clocks.png
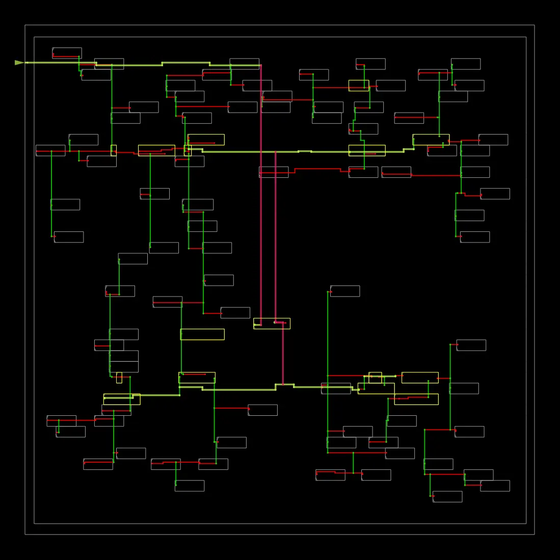
io_fan.png
Scale: 3 px per micron.
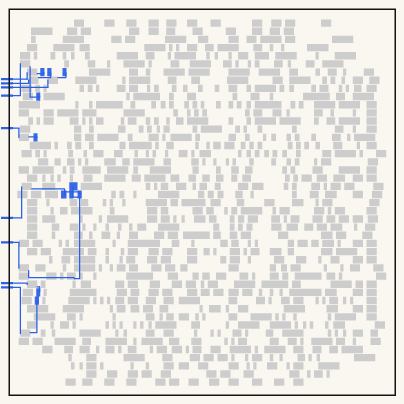
flops_by_reg.png
Scale: 3 px per micron.
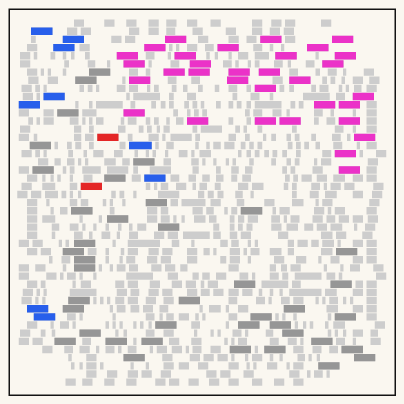
cell_density.png
Scale: 2 px per micron. The die is cut into 13 by 13 equal tiles; dark purple is low, yellow is high, 0 to 100% covered.
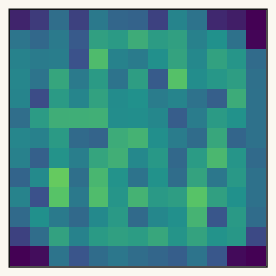
==> config.mk <==
export PLATFORM = sky130hd
export DESIGN_NAME = mem_access_unit
export DESIGN_NICKNAME = d
export VERILOG_FILES = /design/src/rtl/mem_access_pkg.sv /design/src/rtl/mem_access_unit_lane_align.sv /design/src/rtl/mem_access_unit.sv
export SDC_FILE = /design/constraint.sdc
export NUM_CORES = 1
export LEC_CHECK = 0
export CELL_PAD_IN_SITES_DETAIL_PLACEMENT = 1
export CELL_PAD_IN_SITES_GLOBAL_PLACEMENT = 1
export CORE_MARGIN = 2
export CORE_UTILIZATION = 34
export CTS_CLUSTER_SIZE = 28
export DETAILED_ROUTE_END_ITERATION = 8
export GPL_ROUTABILITY_DRIVEN = 0
export PLACE_DENSITY_LB_ADDON = 0.1
export SLEW_MARGIN = 20
export SYNTH_ARGS = -nofsm -noshare
export SYNTH_HDL_FRONTEND = slang
export SYNTH_HIERARCHICAL = 1
export SYNTH_SLANG_ARGS = --single-unit
==> constraint.sdc <==
create_clock -name clk -period 2 [get_ports clk]
set_input_delay 0.2 -clock clk [delete_from_list [all_inputs] [get_ports clk]]
set_output_delay 0.2 -clock clk [all_outputs]
set_load 0.05 [all_outputs]
==> flow_summary.toml <==
# physical design summary
[sta]
finalClockPeriodUsage = 0.971
maxSlewHeadroom = 0.643
fin_tns_setup_ns = 0
rsz0062_at_grt = "no"
fmax_mhz = 515
fin_hold_ws_ns = 0.410
period_needed_ns = 1.94
fin_ws_ns = 0.0573
slew_viol_final = 0

[synth]
async_flop_share = 0
yosysWarnings = 6
edf_count = 0
yosys_area_sq_mm = 0.00524
ys_cells = 675
synthCells = 675
synth_area_sq_mm = 0.00524

[final_layout]
clk_share = 0.0435
final_nets = 893
final_common_cell = "clkdlybuf4s50_1"
nNonClkInverters = 7
mi_logic_area_sq_mm = 0.00312
final_cell_area_sq_mm = 0.00737
layout-drive-gt1-share = 0.139
bufAreaShareNonClock = 0.271
stdcell_count = 1002
fillers = 1787

[critical_path]
path_buffers = 1
cp_top_family = "buffers and inverters"
crit_chain = "clkdlybuf4s50_1"
cp_num_cells = 1
reg2regPathDepth = 7
crit_path_max_incr_delay_ns = 0.87
cp_max_fo = 7
worst_ep_required_time_ns = 1.80
arrival_ns = 1.74

[floorplanning]
row_count = 45
fp.dieH_microns = 128

[route]
drt_wl_total_microns = 20300
vias = 5593
first_pass_iters = 5

[min_path]
hold_path_depth = 3

[global_route]
grt_max_degree = 66
antenna_found_initial = 0
grt_first_pass_wirelength_microns = 31800

[power]
totalPowerFinal_uw = 6990
peakVddDrop_mv = 0.469
p_leak_uw = 0.00278

[clocking]
path_clk_slew_ns = 0.06
cts_buffer_depth = 2
cts_tree = "done"
cts_hold_repair.buffers = 0

[status]
run_status = "finished clean"

[place]
dpl.hpwl_microns = 15100
Notes on clocks.png above:
Sink Count: 83
clock skew: 0.00479 ns
clk ins delay skew pair: 0.34 ns
clk_buf instances: 12

Notes on io_fan.png above:
req_addr: shown in blue, bits 9, direction input, edge left, end cells 11, buffers 9, wire 216 microns.
port bufs: 162
I/O Pins: 163

Notes on flops_by_reg.png above:
addr_q: shown in blue, flops 9. state_q: shown in red, flops 2. resp_rdata: shown in magenta, flops 32.
register share of the cell area: 0.226
fin util: 0.486
register area: 0.00166 sq mm
sequential power: 2090 uW

Notes on cell_density.png above:
The fullest tile reaches 76%. 2.4% of the tiles are nearly empty. The mean over all tiles is 43%. 0.60% of the tiles are over 75% full.
fp util: 0.346
core area: 0.0151 sq mm

[power by group]
| group | total, uW | leakage, uW | switching, uW | internal (uW) |
|---|---|---|---|---|
| Clock | 1820 | 0.000157 | 690 | 1130 |
| Combinational | 3080 | 0.00194 | 1920 | 1160 |
| Sequential | 2090 | 0.000680 | 228 | 1860 |
| Total | 6990 | 0.00278 | 2840 | 4150 |
[cells in the mapped netlist (2+ instances only)]
cell type,instances,area share
nor2b_1,4,0.0048
nor2_1,42,0.030
or2_2,3,0.0036
o21ai_2,30,0.050
nand3b_1,2,0.0029
a21oi_1,18,0.017
nand3_1,66,0.063
nand2b_1,4,0.0048
a311oi_1,32,0.053
a32o_1,7,0.013
and3_1,8,0.0096
buf_4,17,0.024
buf_1,3,0.0021
inv_1,7,0.0050
mux2_2,15,0.032
nand2_1,161,0.12
o221ai_1,16,0.027
clkbuf_1,31,0.022
ha_1,3,0.0072
buf_6,6,0.013
dfxtp_1,83,0.32
o21ai_0,14,0.013
mux2i_1,44,0.084
a221o_1,8,0.015
a211o_1,7,0.012
o211ai_1,3,0.0043
buf_2,24,0.023
[worst min-delay path, delay by kind of cell]
family,cells,cell delay [ns]
and+or+nand+nor,1,0.06
AOI/OAI and AO/OA,1,0.05
buffers and inverters,1,0.40
[per-layer routing]
metal  GRT usage  wire (microns)  up-vias
met5           0               0        -
met3      0.0522            1250       21
li1            -               -     2669
met4      0.0685             322        0
met1       0.315            8690     2717
met2       0.430           10000      186
[kinds of logic (layout without fill, tap and decap cells)]
kind of cell    after synthesis  count (layout)  synth area share
buf+inv                      88             227            0.0896
flops                        83              83             0.317
mux                          59              59             0.116
compound gates              143             143             0.222
simple gates                299             299             0.247
fa+ha+maj                     3               3           0.00717
[what timing repair did]
item                       in CTS  in global routing
buffers inserted                0                  0
setup endpoints to repair       0                 26
resized                         0                  2
Power figures rest on the tool's default switching activity, not on a simulated workload.
